==> src/rtl/pet_pkg.sv <==
// rtl/pet_pkg.sv - shared opcode constants and FSM state encoding for the pet stats engine
package pet_pkg;

   typedef enum logic {
      AWAKE  = 1'b0,
      ASLEEP = 1'b1
   } pet_state_e;

   localparam logic [2:0] OP_NOP    = 3'd0;
   localparam logic [2:0] OP_CARE   = 3'd1;
   localparam logic [2:0] OP_SLEEP  = 3'd2;
   localparam logic [2:0] OP_WAKE   = 3'd3;
   localparam logic [2:0] OP_REFILL = 3'd4;

endpackage

==> src/rtl/pet_stats_engine_if.sv <==
// rtl/pet_stats_engine_if.sv - command handshake bundle between host and pet stats engine
interface pet_stats_engine_if;

   logic       cmd_valid;
   logic [7:0] cmd_data;
   logic       cmd_ready;

   modport master (output cmd_valid, output cmd_data, input cmd_ready);
   modport slave  (input cmd_valid, input cmd_data, output cmd_ready);

endinterface

==> src/rtl/tick_divider.sv <==
// rtl/tick_divider.sv - free-running 0..TICK_DIV-1 counter producing the decay tick
module tick_divider #(
   parameter int TICK_DIV = 10_000_000
) (
   input  logic clk,
   input  logic rst_n,
   output logic tick
);

   localparam int CW = (TICK_DIV > 1) ? $clog2(TICK_DIV) : 1;
   localparam logic [CW-1:0] LAST = CW'(TICK_DIV - 1);

   logic [CW-1:0] cnt_q, cnt_d;

   always_comb begin
      cnt_d = (cnt_q == LAST) ? '0 : cnt_q + CW'(1);
   end

   always_ff @(posedge clk or negedge rst_n) begin
      if (!rst_n) cnt_q <= '0;
      else        cnt_q <= cnt_d;
   end

   assign tick = (cnt_q == LAST);

endmodule

==> src/rtl/pet_stats_engine.sv <==
// rtl/pet_stats_engine.sv - virtual pet stats with periodic decay, sleep/wake FSM and care commands
module pet_stats_engine
   import pet_pkg::*;
#(
   parameter int NUM_STATS  = 5,
   parameter int STAT_W     = 5,
   parameter int TICK_DIV   = 10_000_000,
   parameter int ENERGY_IDX = 3,
   parameter int CARE_STEP  = 4
) (
   input  logic                          clk,
   input  logic                          rst_n,
   input  logic [7:0]                    rand_in,
   pet_stats_engine_if.slave             cmd,
   output logic [NUM_STATS*STAT_W-1:0]   stats,
   output logic                          is_sleeping,
   output logic                          tick,
   output logic                          alarm,
   output logic                          cmd_err
);

   localparam logic [STAT_W-1:0] STAT_MAX = '1;
   localparam logic [STAT_W:0]   CARE_INC = (STAT_W + 1)'(CARE_STEP);

   logic [NUM_STATS-1:0][STAT_W-1:0] stats_q, stats_d;
   pet_state_e                       state_q, state_d;
   logic                             alarm_q, alarm_d;
   logic                             err_q, err_d;
   logic                             accept;
   logic [2:0]                       opcode, idx;
   logic [STAT_W:0]                  care_sum;
   logic                             unused_bits;

   tick_divider #(.TICK_DIV(TICK_DIV)) u_tick_divider (
      .clk   (clk),
      .rst_n (rst_n),
      .tick  (tick)
   );

   // Decay owns the tick cycle, so commands are simply held off for that one cycle.
   assign cmd.cmd_ready = !tick;
   assign accept        = cmd.cmd_valid && !tick;
   assign opcode        = cmd.cmd_data[7:5];
   assign idx           = cmd.cmd_data[2:0];
   assign unused_bits   = ^{cmd.cmd_data[4:3], rand_in};

   always_comb begin
      stats_d  = stats_q;
      state_d  = state_q;
      err_d    = 1'b0;
      care_sum = '0;
      if (tick) begin
         if (state_q == AWAKE) begin
            for (int i = 0; i < NUM_STATS; i++) begin
               if ((i == ENERGY_IDX || rand_in[i]) && stats_q[i] != '0)
                  stats_d[i] = stats_q[i] - STAT_W'(1);
            end
            if (stats_d[ENERGY_IDX] == '0) state_d = ASLEEP;
         end else begin
            if (stats_q[ENERGY_IDX] != STAT_MAX)
               stats_d[ENERGY_IDX] = stats_q[ENERGY_IDX] + STAT_W'(1);
            if (stats_d[ENERGY_IDX] == STAT_MAX) state_d = AWAKE;
         end
      end else if (accept) begin
         case (opcode)
            OP_NOP: ;
            OP_CARE: begin
               if (state_q == ASLEEP || {1'b0, idx} >= 4'(NUM_STATS)) begin
                  err_d = 1'b1;
               end else begin
                  for (int i = 0; i < NUM_STATS; i++) begin
                     if (idx == 3'(i)) begin
                        care_sum   = {1'b0, stats_q[i]} + CARE_INC;
                        stats_d[i] = care_sum[STAT_W] ? STAT_MAX : care_sum[STAT_W-1:0];
                     end
                  end
               end
            end
            OP_SLEEP: begin
               if (state_q == ASLEEP) err_d = 1'b1;
               else                   state_d = ASLEEP;
            end
            OP_WAKE: begin
               if (state_q == AWAKE) err_d = 1'b1;
               else                  state_d = AWAKE;
            end
            OP_REFILL: begin
               if (state_q == ASLEEP) err_d = 1'b1;
               else                   stats_d = '1;
            end
            default: err_d = 1'b1;
         endcase
      end
   end

   // Built from the registered stats, so alarm trails a stat reaching zero by one cycle.
   always_comb begin
      alarm_d = 1'b0;
      for (int i = 0; i < NUM_STATS; i++) begin
         if (stats_q[i] == '0) alarm_d = 1'b1;
      end
   end

   always_ff @(posedge clk or negedge rst_n) begin
      if (!rst_n) begin
         stats_q <= '1;
         state_q <= AWAKE;
         alarm_q <= 1'b0;
         err_q   <= 1'b0;
      end else begin
         stats_q <= stats_d;
         state_q <= state_d;
         alarm_q <= alarm_d;
         err_q   <= err_d;
      end
   end

   assign stats       = stats_q;
   assign is_sleeping = (state_q == ASLEEP);
   assign alarm       = alarm_q;
   assign cmd_err     = err_q;

endmodule

==> src/flat_wrapper.sv <==
// flat-port wrapper written by rule: the top's interface ports become plain ports
module pet_stats_engine_flat import pet_pkg::*;
#(
   parameter int NUM_STATS  = 5,
   parameter int STAT_W     = 5,
   parameter int TICK_DIV   = 10_000_000,
   parameter int ENERGY_IDX = 3,
   parameter int CARE_STEP  = 4
)
  (clk, rst_n, rand_in, stats, is_sleeping, tick, alarm, cmd_err, cmd_cmd_valid, cmd_cmd_data, cmd_cmd_ready);
  pet_stats_engine_if cmd_i ();
  input  logic clk;
  input  logic rst_n;
  input  logic [7:0] rand_in;
  output logic [NUM_STATS*STAT_W-1:0] stats;
  output logic is_sleeping;
  output logic tick;
  output logic alarm;
  output logic cmd_err;
  input wire logic [$bits(cmd_i.cmd_valid)-1:0] cmd_cmd_valid;
  input wire logic [$bits(cmd_i.cmd_data)-1:0] cmd_cmd_data;
  output wire logic [$bits(cmd_i.cmd_ready)-1:0] cmd_cmd_ready;
  assign cmd_i.cmd_valid = cmd_cmd_valid;
  assign cmd_i.cmd_data = cmd_cmd_data;
  assign cmd_cmd_ready = cmd_i.cmd_ready;
  pet_stats_engine #(.NUM_STATS(NUM_STATS), .STAT_W(STAT_W), .TICK_DIV(TICK_DIV), .ENERGY_IDX(ENERGY_IDX), .CARE_STEP(CARE_STEP)) u_core (.clk(clk), .rst_n(rst_n), .rand_in(rand_in), .cmd(cmd_i), .stats(stats), .is_sleeping(is_sleeping), .tick(tick), .alarm(alarm), .cmd_err(cmd_err));
endmodule
==> config.mk <==
export PLATFORM = sky130hd
export DESIGN_NAME = pet_stats_engine_flat
export DESIGN_NICKNAME = d
export VERILOG_FILES = /design/src/rtl/pet_pkg.sv /design/src/rtl/pet_stats_engine_if.sv /design/src/rtl/tick_divider.sv /design/src/rtl/pet_stats_engine.sv /design/src/flat_wrapper.sv
export SDC_FILE = /design/constraint.sdc
export NUM_CORES = 1
export LEC_CHECK = 0
export CAP_MARGIN = 10
export CORE_ASPECT_RATIO = 1.4
export CORE_MARGIN = 2
export CORE_UTILIZATION = 45
export CTS_CLUSTER_DIAMETER = 150
export DETAILED_ROUTE_END_ITERATION = 10
export PLACE_DENSITY_LB_ADDON = 0.25
export SYNTH_ARGS = -nofsm -noshare
export SYNTH_HDL_FRONTEND = slang
export SYNTH_HIERARCHICAL = 1
export SYNTH_SLANG_ARGS = --single-unit
==> constraint.sdc <==
create_clock -name clk -period 4 [get_ports clk]
set_clock_uncertainty 0.05 [all_clocks]
set_input_delay 0.4 -clock clk [delete_from_list [all_inputs] [get_ports clk]]
set_output_delay 0.4 -clock clk [all_outputs]
set_load 0.01 [all_outputs]
==> run_1/congestion.png <==
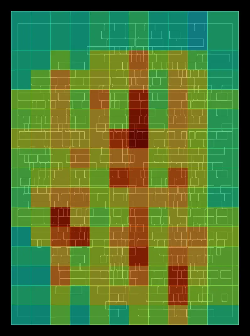
Overall Global Routing Usage: 0.206
Most Crowded Layer GR: met2
final core utilization: 0.544

==> run_1/layer_met3.png <==
(2 px per um)
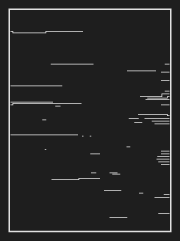
wire length on this layer: 403 um
longest straight run: 34.3 um
nets with wire on the layer: 38
share of all routed wire: 4.8%
main direction: horizontal
global-route track usage on met3: 0.0505
total via count in the routed design: 3030
routed wire length: 8.42 mm

==> run_1/logic_types.png <==
(4 px per um)
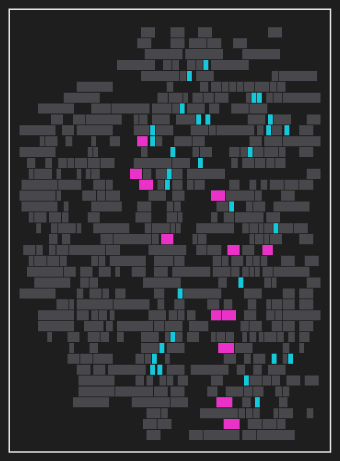
legend:
  magenta:
    family: AND-OR and OR-AND gates
    cells: 12
  cyan:
    family: inverters
    cells: 30

==> run_1/layer_met2.png <==
(2 px per um)
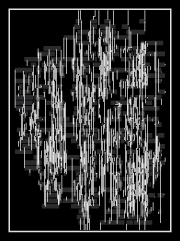
main direction: vertical
wire length on this layer: 4480 um
nets with wire on the layer: 388
met2 Track Usage GR: 0.373

==> notes.org, run 1 <==
#+TITLE: Implementation results

** Global routing
- Number of global-route vias before repair :: 3016
- Entering global routing, the biggest net connects 36 pins.
- Final global-route overflow total :: 0

** Critical path
- The signal on the critical path passes through ha_1, and4_1, nand3_1, nor3_2, clkinv_1, buf_4, clkdlybuf4s50_1.
- Maximum fanout along the worst path :: 12
- Critical path start-end classification :: reg -> out
- Setup slack on the worst flop-to-flop path :: 0.97 ns
- In this design, the stage delay of the slowest critical-path cell is 0.57 ns.
- STA classifies the critical path endpoint as a primary output.
- The critical path ends at cmd_cmd_ready.
- On the critical path the largest part of the delay comes from buffers and inverters.
- Startpoint class of the critical path :: flip-flop
- Reg2reg start :: u_core/u_tick_divider/cnt_q[0]
- Worst reg2reg path depth :: 9
- OpenSTA lists the critical path startpoint as u_core/u_tick_divider/cnt_q[0].
- Crit path arrival time :: 3.09 ns
- On the critical path, the stage with the largest delay is an instance of nor3_2.

** CTS
- In this run the number of H-tree levels came out at 2.
- Root Buffer Master :: clkbuf_8
- Clock Sink Count :: 52
- CTS tree :: done
- Clock input transition at the sequential cells of the worst setup and hold paths :: 0.10 ns
- Buffers inserted during clock tree synthesis total 5.
- At the later pin of the worst-skew pair, clock insertion delay measures 0.31 ns.
- CTS Buffer Depth :: 2

** Power and ir drop
- Clock network fraction of total power :: 0.143
- Cell leakage power :: 1.81 nW
- Sequential power for this build is 954 uW.
- In this run, power in combinational logic comes to 1.07 mW.
- Group drawing the most power :: combinational cells
- Switching power :: 926 uW
- The script computed the net switching share of total power as 0.392.

** Cells and area
- Signal buffers share of area :: 0.105
- Fillcell total :: 716
- Fraction of final layout cells sized beyond drive strength 1 :: 0.131
- Number of non-filler instances in the completed layout :: 527
- Layout clock area frac :: 0.0236
- Number of signal-net buffers in the layout :: 46
- Combinational cell area excluding buffers and inverters :: 2130 um^2
- Sequential share of cell area :: 0.314
- Number of logic gates :: 291
- Diode count :: 0
- Per the layout area report, the register area comes to 1330 um^2.
- Area added between synthesis and finish :: 16.8%

** Drt
- Number of nets still failing antenna checks after routing :: 0
- The violation tally recorded at the end of detailed-routing iteration 0 is 128.
- Total iterations of the first detailed-routing run :: 4
- In the per-layer summary, the met1 wirelength comes to 3.40 mm.
- The routed design shows a wire length per standard cell of 16.0 um.
- Wire segments on met2 add up to 4.48 mm in the final route.
- In the routed design, unresolved DRC markers number 0.

** Yosys
- Fraction of the yosys area taken by sequential cells :: 0.367
- In the synthesized netlist, the number of instances is 386.
- The synthesized design contains 0 enable-type register cells.
- Total number of yosys warnings :: 6
- Library cell with the largest summed area after synthesis :: dfrtp_1
- After synthesis, the cell types taking the most area are dfrtp_1 19%, dfstp_2 18%, ha_1 8.6%.
- Cell variety after synth :: 66
- Share of the synthesized area in the top cell type :: 0.186
- Cell Area, Synth :: 3630 um^2
- Yosys stat counts 386 cells in the synthesized netlist.
- Mapped Avg Cell Area :: 9.41 um^2

** Final timing
- Final setup violation count :: 0
- Post-route worst setup slack :: 0.457 ns
- Hold-check failures listed in the final report amount to 0.
- Final period demand of the worst path :: 3.54 ns
- Portion of the clock cycle consumed by the worst path in the final layout :: 0.886
- Final Slew Violations :: 0
- Highest clock rate :: 282 MHz
- After routing, the total negative slack on setup checks comes to 0 ns.
- The most critical hold endpoint after final layout shows a slack of 0.111 ns.
- Setup repair after global routing left no endpoint under its margin.

** Outcome
- Result of the run :: completed

** Die
- Num rows :: 38
- The die covers 8820 um^2.
- Core area :: 7800 um^2
- Number of well-tap cells placed :: 100
- Starting Density :: 0.466
- Measured along the x axis, the die boundary spans 79.9 um.
- Number of I/O pins :: 49
- Vert. Die Dim :: 110 um

** Placement
- Placed standard-cell area :: 4140 um^2
- The placement report lists the number of port buffers as 42.

** Job
- Across the run, the number of max-cap violations was 0.

** Hold path
- Type of the tightest min-delay check :: in -> async
run 1: synth_stat cells (4+ instances only):
cell type,instances
a31oi_1,12
ha_1,25
nand3_1,23
nand4_1,8
a211oi_1,5
clkbuf_1,7
nand2_1,14
inv_1,29
nand3b_1,7
mux2i_1,6
o211ai_1,6
xor2_1,5
o31ai_1,4
o21ai_0,12
dfrtp_1,27
nor3_1,14
buf_2,4
nor2_1,26
xnor2_1,25
o21ai_1,4
a21oi_1,20
dfstp_2,25
a2bb2oi_1,4
and3_1,9
run 1: cells in the final DEF, fill, tap and decap left out, types with 12 or more instances in the layout:
cell type | netlist | final
o21ai_0 | 12 | 12
nand3_1 | 23 | 23
a21oi_1 | 20 | 20
ha_1 | 25 | 25
dfrtp_1 | 27 | 27
nor3_1 | 14 | 13
clkdlybuf4s50_1 | 0 | 41
inv_1 | 29 | 29
a31oi_1 | 12 | 12
dfstp_2 | 25 | 25
nand2_1 | 14 | 14
nor2_1 | 26 | 26
xnor2_1 | 25 | 25
run 1: metal layers:
| metal | vias up | GRT usage |
|---|---|---|
| li1 | 1494 | - |
| met1 | 1473 | 0.228 |
| met2 | 55 | 0.373 |
| met3 | 8 | 0.0505 |
| met4 | 0 | 0.0860 |
| met5 | - | 0 |
run 1: kinds of logic after synthesis:
group	synth area share
and+or+nand+nor	0.208
xor gates and xnor gates	0.0723
AOI/OAI and AO/OA	0.195
adders and majority gates	0.0861
muxes	0.0227
buffers and inverters	0.0489
DFF	0.367
run 1: worst register-to-register path, cell delays in order, from the launching register on:
cell and delay [ns]:
dfrtp_1 0.39, ha_1 0.24, and4_1 0.26, nand3_1 0.15, nor3_2 0.57, or4b_1 0.30, a31oi_1 0.07, a211o_2 0.39
a21oi_1 0.20, mux2_1 0.34
==> inputs of run 2 (changes only) <==
CAP_MARGIN = 20   (was 10)
==> run_2/layer_met2.png <==
(2 px per um)
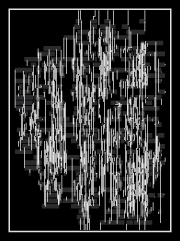

==> notes.org, run 2 <==
#+TITLE: Implementation results

** Outcome
- Result of the run :: completed

** Yosys
- Of all cell types, the one taking the most synthesized area is dfrtp_1.
- Cell Area, Synth :: 3630 um^2 (unchanged)
- Share of the synthesized area in the top cell type :: 0.186 (unchanged)
- For this run, the leading register cell type out of synthesis is dfrtp_1.
- Fraction of the yosys area taken by sequential cells :: 0.367 (unchanged)
- Per the synth log, the flip-flop and latch total comes to 52.
- Mapped Avg Cell Area :: 9.41 um^2 (unchanged)
- Async S/R FF share, synth :: 1.00
- Total number of yosys warnings :: 6 (unchanged)
- Number of flops mapped to enable cells by yosys :: 0 (unchanged)
- Most area-consuming cells after synthesis :: dfrtp_1 19%, dfstp_2 18%, ha_1 8.6%
- Cell with the most instances after synthesis :: inv_1
- Cells in synth_stat.txt :: 386 (unchanged)
- Synth cell count leaders :: 29 x inv_1, 27 x dfrtp_1, 26 x nor2_1
- Count of mapped cells out of synthesis :: 386 (unchanged)
- The distinct cell type count after synthesis came to 66 (unchanged).

** Die
- The area of the chip was 8820 um^2 (unchanged).
- The core region area was 7800 um^2 (unchanged).
- Vert. Die Dim :: 110 um (unchanged)
- The total number of tap cells came to 100 (unchanged).
- The count of pins on the block boundary was 49 (unchanged).
- The die width was 79.9 um (unchanged).
- The number of core rows came to 38 (unchanged).
- Starting Density :: 0.466 (unchanged)

** Cells and area
- The layout buffering overhead excluding clock cells was 0.105 (unchanged).
- The layout-stage area growth over the synthesis result was 16.8% (unchanged).
- Number of signal-net buffers in the layout :: 46 (unchanged)
- In the final design, more cell area goes to logic gates than to any other class.
- Fraction of final layout cells sized beyond drive strength 1 :: 0.131 (unchanged)
- Flip-flops :: 52
- The sequential share of cell area came to 0.314 (unchanged).
- Finished layout cell area :: 4240 um^2
- At the end of the flow, the number of nets in the layout was 470.
- The area of the multi-input gates was 2130 um^2 (unchanged).
- Largest register FFs :: 25
- The count of fill cells added during filler insertion was 716 (unchanged).
- The count of multi-input combinational gates came to 291 (unchanged).
- The non-filler instance count after layout came to 527 (unchanged).
- Diode count :: 0 (unchanged)
- Register Area :: 1330 um^2 (unchanged)
- Final core utilization :: 0.544 (unchanged)
- The most common logic cell in the final layout is clkdlybuf4s50_1.
- The clock network area share is 0.0236 (unchanged).
- Non-clock inverters in the final layout number 30.
- Ranking logic cells in the layout by count gives the top entries 41 x clkdlybuf4s50_1, 29 x inv_1, 27 x dfrtp_1.

** Final timing
- Worst hold slack :: 0.111 ns (unchanged)
- Final period demand of the worst path :: 3.54 ns (unchanged)
- Post-route worst setup slack :: 0.457 ns (unchanged)
- Total count of hold-check failures in the final report :: 0 (unchanged)
- Final Slew Violations :: 0 (unchanged)
- Highest clock rate :: 282 MHz (unchanged)
- Final setup violation count :: 0 (unchanged)
- The part of the cycle the worst path needs was 0.886 (unchanged).
- Slew at the pin closest to its max-slew limit :: 0.808 ns
- Summed negative setup slack over all endpoints :: 0 ns (unchanged)
- Setup repair after global routing left no endpoint under its margin.
- Slew Limit Headroom :: 0.458

** CTS
- Post_cts resized :: 0
- The root buffer cell chosen for the clock tree is clkbuf_8.
- The H-tree depth came to 2 (unchanged).
- Clock Sink Count :: 52 (unchanged)
- CTS Buffer Depth :: 2 (unchanged)
- CTS tree :: done
- Hold buffer count at cts :: 0
- TritonCTS buffer count :: 5 (unchanged)
- Clock input transition at the sequential cells of the worst setup and hold paths :: 0.10 ns (about the same)
- The later-pin clock latency in the skew report was 0.31 ns (about the same).
- Post-CTS Setup Inserts :: 0

** Drt
- Routed wire length :: 8.42 mm (unchanged)
- Total via count in the routed design :: 3030 (unchanged)
- The iteration count of the initial detailed-routing pass came to 4 (unchanged).
- Drt wl/cell :: 16.0 um (unchanged)
- The number of DRC violations after detailed routing is 0 (unchanged).
- Number of nets still failing antenna checks after routing :: 0 (unchanged)
- DR iter-0 viols :: 128 (unchanged)

** Critical path
- Data required time at the worst endpoint :: 3.55 ns
- STA classifies the critical path endpoint as a primary output.
- Maximum fanout along the worst path :: 12 (unchanged)
- The critical path in this run is classified as reg -> out.
- The data arrival time of the worst path is 3.09 ns (about the same).
- The logic depth of the worst register-to-register path is 9 (unchanged).
- Startpoint class of the critical path :: flip-flop

** Placement
- Per the placement report, the placed cell count is 519.
- The total placed instance area is 4140 um^2 (unchanged).
- Final weighted congestion in routability-driven placement :: 0.828
- Setup Slack @ Placement :: 0.766 ns
- The number of buffers inserted by port buffering was 42 (unchanged).

** Global routing
- Overall Global Routing Usage :: 0.206 (unchanged)
- Number of global-route vias before repair :: 3016 (unchanged)
- The maximum number of pins on one net before global-route repair is 36 (unchanged).
- Final global-route overflow total :: 0 (unchanged)

** Job
- Number of max-cap violations :: 0 (unchanged)
- Number of warning messages in the logs :: 46

** Power and ir drop
- Worst vdd ir :: 0.000279 V
- Design Power :: 2.36 mW
- Power density over the cells :: 556 nW/um^2
- Cell leakage power :: 1.81 nW (unchanged)

** Hold path
- Type of the tightest min-delay check :: in -> async
-- run 2: kinds of logic after synthesis --
| family | after synthesis | synth area share |
|---|---|---|
| adders and majority gates | 25 | 0.0861 |
| DFF | 52 | 0.367 |
| xor gates and xnor gates | 30 | 0.0723 |
| AOI/OAI and AO/OA | 97 | 0.195 |
| buffers and inverters | 43 | 0.0489 |
| muxes | 8 | 0.0227 |
| and+or+nand+nor | 131 | 0.208 |
-- run 2: critical path, cell delays in order, from the launching register on --
cell and delay [ns]:
dfrtp_1 0.39, ha_1 0.24, and4_1 0.26, nand3_1 0.15, nor3_2 0.57, clkinv_1 0.38
buf_4 0.30, clkdlybuf4s50_1 0.49
-- run 2: where the power goes --
part           switching (mW)  internal [mW]  leakage, nW  total, mW
Clock                   0.179          0.158       0.0515      0.338
Sequential              0.225          0.729        0.624      0.954
Combinational           0.522          0.548         1.14       1.07
-- run 2: final timing paths --
check,startpoint,to,slack [ns]
worst max register to register,u_core/u_tick_divider/cnt_q[0],u_core/stats[21],0.97
worst min register to register,u_core/u_tick_divider/cnt_q[0],u_core/u_tick_divider/cnt_q[0],0.43
worst min-delay path,rst_n,u_core/alarm,0.11
worst max-delay path,u_core/u_tick_divider/cnt_q[0],cmd_cmd_ready,0.46
max in group asynchronous,rst_n,u_core/stats[23],2.97
min in group clk,u_core/u_tick_divider/cnt_q[0],u_core/u_tick_divider/cnt_q[0],0.43
-- run 2: layer usage --
metal | track usage | part of all wire | vias up
met5 | 0 | 0 | -
met4 | 0.0860 | 0.016 | 0
met3 | 0.0505 | 0.048 | 8
met2 | 0.373 | 0.53 | 55
met1 | 0.228 | 0.40 | 1473
li1 | - | - | 1494
==> run_2/layer_met3.png <==
(2 px per um)
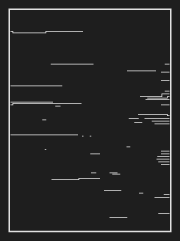

==> inputs of run 3 (changes only) <==
CORE_MARGIN = unset   (was 2)
==> run_3/layer_met3.png <==
(2 px per um)
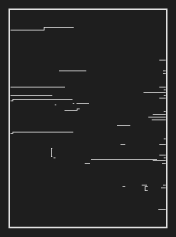
longest straight run: 32.7 um
nets with wire on the layer: 36
share of all routed wire: 3.6%
main direction: horizontal

==> notes.org, run 3 <==
#+TITLE: Implementation results

** Drt
- The final routed wirelength across all metal layers was 8.22 mm (-2.4%).
- The number of vias after detailed routing was 3069 (+1.3%).
- The number of design-rule violations left by the first detailed-router iteration is 127 (-0.78%).
- The number of routed nets with antenna violations is 0 (unchanged).
- The number of DRC violations after detailed routing was 0 (unchanged).
- Total iterations of the first detailed-routing run :: 4 (unchanged)
- The per-cell routed wire length is 15.6 um (-2.4%).

** Die
- The area of the chip was 8440 um^2 (-4.3%).
- The die width came to 77.9 um (-2.5%).
- Vert. Die Dim :: 108 um (-1.8%)
- Num rows :: 38 (unchanged)
- Number of I/O pins :: 49 (unchanged)
- The total number of tap cells came to 100 (unchanged).
- The core region area is 7800 um^2 (unchanged).
- Starting Density :: 0.466 (unchanged)

** Cells and area
- Diode count :: 0 (unchanged)
- Post-layout nets :: 470 (unchanged)
- Final core utilization :: 0.542 (-0.00193)
- The area of the multi-input gates is 2130 um^2 (unchanged).
- Per the cell usage report, the commonest logic cell in the layout is clkdlybuf4s50_1.
- The number of inverters outside the clock class in the layout was 30 (unchanged).
- Most frequently placed logic cells in the final layout :: 41 x clkdlybuf4s50_1, 29 x inv_1, 27 x dfrtp_1
- The layout buffering overhead excluding clock cells came to 0.105 (+0.000373).
- The sequential share of cell area is 0.315 (+0.00111).
- Largest register FFs :: 25 (unchanged)
- The storage element area was 1330 um^2 (unchanged).
- Finished layout cell area :: 4230 um^2 (-0.35%)
- Area added between synthesis and finish :: 16.4%
- The layout cell share with drive strength beyond 1 is 0.131 (unchanged).
- Number of logic gates :: 291 (unchanged)
- Number of signal-net buffers in the layout :: 46 (unchanged)
- The non-filler instance count after layout came to 527 (unchanged).
- The clock network area share is 0.0201 (-0.00347).
- Area-dominant cell class after layout :: logic gates
- Flip-flops :: 52 (unchanged)

** Yosys
- Share of the synthesized area in the top cell type :: 0.186 (unchanged)
- Per the synth stats, the flop cell with the highest instance count is dfrtp_1.
- Top logic family :: simple AND/OR/NAND/NOR gates
- Number of flops mapped to enable cells by yosys :: 0 (unchanged)
- Count of mapped cells out of synthesis :: 386 (unchanged)
- Post-Synth Adder-Cell Area :: 0.0861 (unchanged)
- Count of state elements after synthesis :: 52 (unchanged)
- Mapped Avg Cell Area :: 9.41 um^2 (unchanged)
- The multiplexer area fraction after synthesis came to 0.0227 (unchanged).
- Cells in synth_stat.txt :: 386 (unchanged)
- Most area-consuming cells after synthesis :: dfrtp_1 19%, dfstp_2 18%, ha_1 8.6%
- The distinct cell type count after synthesis is 66 (unchanged).
- After synthesis, the chip area reported by Yosys is 3630 um^2.
- By count the netlist is led by 29 x inv_1, 27 x dfrtp_1, 26 x nor2_1.
- The summed instance area of the synthesized netlist came to 3630 um^2 (unchanged).
- The share of flip-flops with an asynchronous set or reset after synthesis was 1.00 (unchanged).
- Aoi share :: 0.195 (unchanged)
- XOR-XNOR Cells, Area Fraction :: 0.0723 (unchanged)
- Library cell with the largest summed area after synthesis :: dfrtp_1
- Cell with the most instances after synthesis :: inv_1
- The total number of yosys warnings is 6 (unchanged).
- Fraction of the yosys area taken by sequential cells :: 0.367 (unchanged)

** CTS
- The H-tree depth came to 2 (unchanged).
- The post-CTS setup repair buffer count was 0 (unchanged).
- Post_cts resized :: 0 (unchanged)
- The cell sitting at the root of the clock tree is a clkbuf_8.
- The number of buffers created by CTS is 5 (unchanged).
- TritonCTS built the clock tree.
- Clock input transition at the sequential cells of the worst setup and hold paths :: 0.10 ns (about the same)
- Hold buffer count at cts :: 0 (unchanged)
- The number of sinks handled by clock tree synthesis was 52 (unchanged).
- CTS Buffer Depth :: 2 (unchanged)
- The later-pin clock latency in the skew report is 0.30 ns (about the same).

** Critical path
- Setup slack on the worst flop-to-flop path :: 0.90 ns (-0.07 ns)
- Maximum fanout along the worst path :: 12 (unchanged)
- Crit path arrival time :: 3.11 ns (+0.02 ns)
- For the worst reg-to-reg path, the startpoint reported by OpenROAD is u_core/u_tick_divider/cnt_q[0].
- The timing report shows that the slowest cell on the worst path is nor3_2.
- In this run the critical register-to-register path is captured at u_core/stats[2].
- The required arrival time at the worst endpoint was 3.55 ns (about the same).
- Longest individual stage delay on the worst path :: 0.59 ns (+0.02 ns)
- The logic depth of the worst register-to-register path is 9 (unchanged).
- Critical path start-end classification :: reg -> out
- Traced cell by cell, the critical path runs through ha_1, and4_1, nand3_1, nor3_2, clkinv_1, buf_4, clkdlybuf4s50_1.
- Kind of end point of the critical path :: primary output

** Final timing
- The timing-limited maximum frequency is 281 MHz (-0.59%).
- Setup repair after global routing left no endpoint under its margin.
- The worst setup slack after layout was 0.436 ns (-0.0209 ns).
- Slew at the pin closest to its max-slew limit :: 0.807 ns (-0.000696 ns)
- The final-report hold violation count was 0 (unchanged).
- The relative slew slack came to 0.462 (+0.00340).
- The total negative slack for setup checks is 0 ns (unchanged).
- The part of the cycle the worst path needs was 0.891 (+0.00523).
- Final setup violation count :: 0 (unchanged)
- The number of pins exceeding their max-slew limit in the final report is 0 (unchanged).
- The final critical delay including setup and external delays is 3.56 ns (+0.0209 ns).

** Power and ir drop
- The power of the combinational group is 1.07 mW (about the same).
- The standby leakage power is 1.80 nW (-0.57%).
- The internal cell power is 1.40 mW (-2.3%).
- The total net switching power is 916 uW (-1.1%).
- Group drawing the most power :: combinational cells
- The power of the clock network was 296 uW (-12%).
- Net switching fraction of the power :: 0.395 (+0.00306)
- Clock network fraction of total power :: 0.128 (-0.015)
- Share of power burned in combinational logic :: 0.460 (+0.007)
- The worst-case vdd ir drop was 0.000220 V (-21%).
- The sequential group share of total power was 0.412 (+0.008).
- Sequential logic power :: 955 uW (about the same)
- The power per cell area was 548 nW/um^2 (-1.5%).

** Outcome
- The flow ran to the end, and the final reports show no timing, DRC or antenna violations.

** Global routing
- The global router reports that the layer with the highest usage is met2.
- The global-route met1 utilization was 0.245 (+0.0179).
- The overflow left after global routing was 0 (unchanged).
- The global-route met2 utilization came to 0.399 (+0.0269).
- The maximum number of pins on one net before global-route repair is 37 (+2.8%).
- Overall Global Routing Usage :: 0.209 (+0.00379)
- Global-route track usage on met3 :: 0.0329 (-0.0176)
- Number of global-route vias before repair :: 3043 (+0.90%)

** Placement
- The number of buffers inserted by port buffering is 42 (unchanged).
- Final weighted congestion in routability-driven placement :: 0.808 (-2.4%)
- The total placed instance area came to 4140 um^2 (unchanged).
- The worst setup slack before clock tree synthesis was 0.775 ns (+0.00928 ns).
- The count of placed standard cells including taps was 519 (unchanged).

** Job
- Number of warning messages in the logs :: 46 (unchanged)
- Number of max-cap violations :: 0 (unchanged)

** Hold path
- The tightest min-delay check is of the in -> async type.
-- run 3: cell counts after synthesis --
No cell type changed its count.
-- run 3: critical path: cells and delay by family (launching register included) --
| family | cells | cell delay [ns] |
|---|---|---|
| adders and majority gates | 1 | 0.24 |
| buffers and inverters | 3 | 1.17 |
| DFF | 1 | 0.39 |
| and+or+nand+nor | 3 | 1.00 |
-- run 3: cell families after synthesis --
family                     after synthesis
AOI/OAI and AO/OA                       97
xor gates and xnor gates                30
adders and majority gates               25
buffers and inverters                   43
DFF                                     52
muxes                                    8
and+or+nand+nor                        131
-- run 3: metrics by stage --
| stage | hold WS [ns] | power (mW) |
|---|---|---|
| after CTS | 0.162 | 2.33 |
| final | 0.135 | 2.32 |
| after global routing | 0.206 | 2.49 |
| after detailed placement | 0.430 | 2.02 |
| after global placement | 0.417 | 1.99 |
| after floorplan | 0.0544 | 1.60 |
-- run 3: how the worst max path moves through the flow --
stage | start | endpoint | slack (ns) | cells past startpoint
2_1_floorplan | u_core/u_tick_divider/cnt_q[0] | u_core/stats[21] | 1.18 | 9
5_1_grt | u_core/u_tick_divider/cnt_q[7] | cmd_cmd_ready | 0.18 | 6
4_1_cts | u_core/u_tick_divider/cnt_q[0] | cmd_cmd_ready | 0.43 | 7
6_report | u_core/u_tick_divider/cnt_q[0] | cmd_cmd_ready | 0.44 | 7
3_3_place_gp | u_core/u_tick_divider/cnt_q[0] | cmd_cmd_ready | 0.82 | 7
3_5_place_dp | u_core/u_tick_divider/cnt_q[0] | cmd_cmd_ready | 0.78 | 7
-- run 3: routing by layer --
metal	part of all wire	vias up	wire, um
met5	0	-	0
met4	0.010	0	85
met3	0.036	6	294
met2	0.53	49	4360
met1	0.42	1521	3480
li1	-	1493	-

## Gallery

Cell sizes after repair.
(4 px per um)
image #1
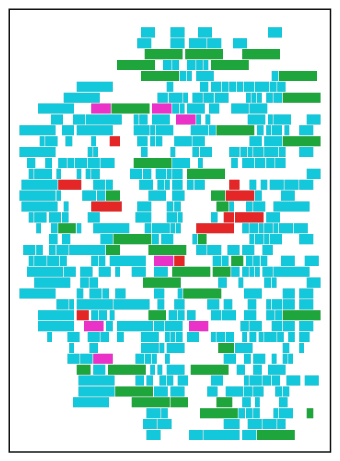
image #2
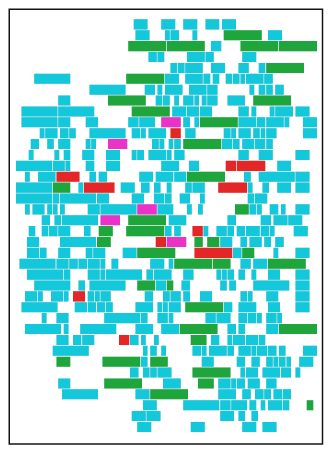
Run 3 is image #2.
Run 1 is image #1.

Key to image #2:
legend:
  magenta:
    size: _6 and larger
    cells: 5
    share: 1.2%
  cyan:
    size: _0 and _1 cells
    cells: 371
    share: 87%
  red:
    size: _3 and _4 cells
    cells: 11
    share: 2.6%
  green:
    size: _2 cells
    cells: 40
    share: 9.4%

No activity file was given, so power comes from the tool's default toggle rates.
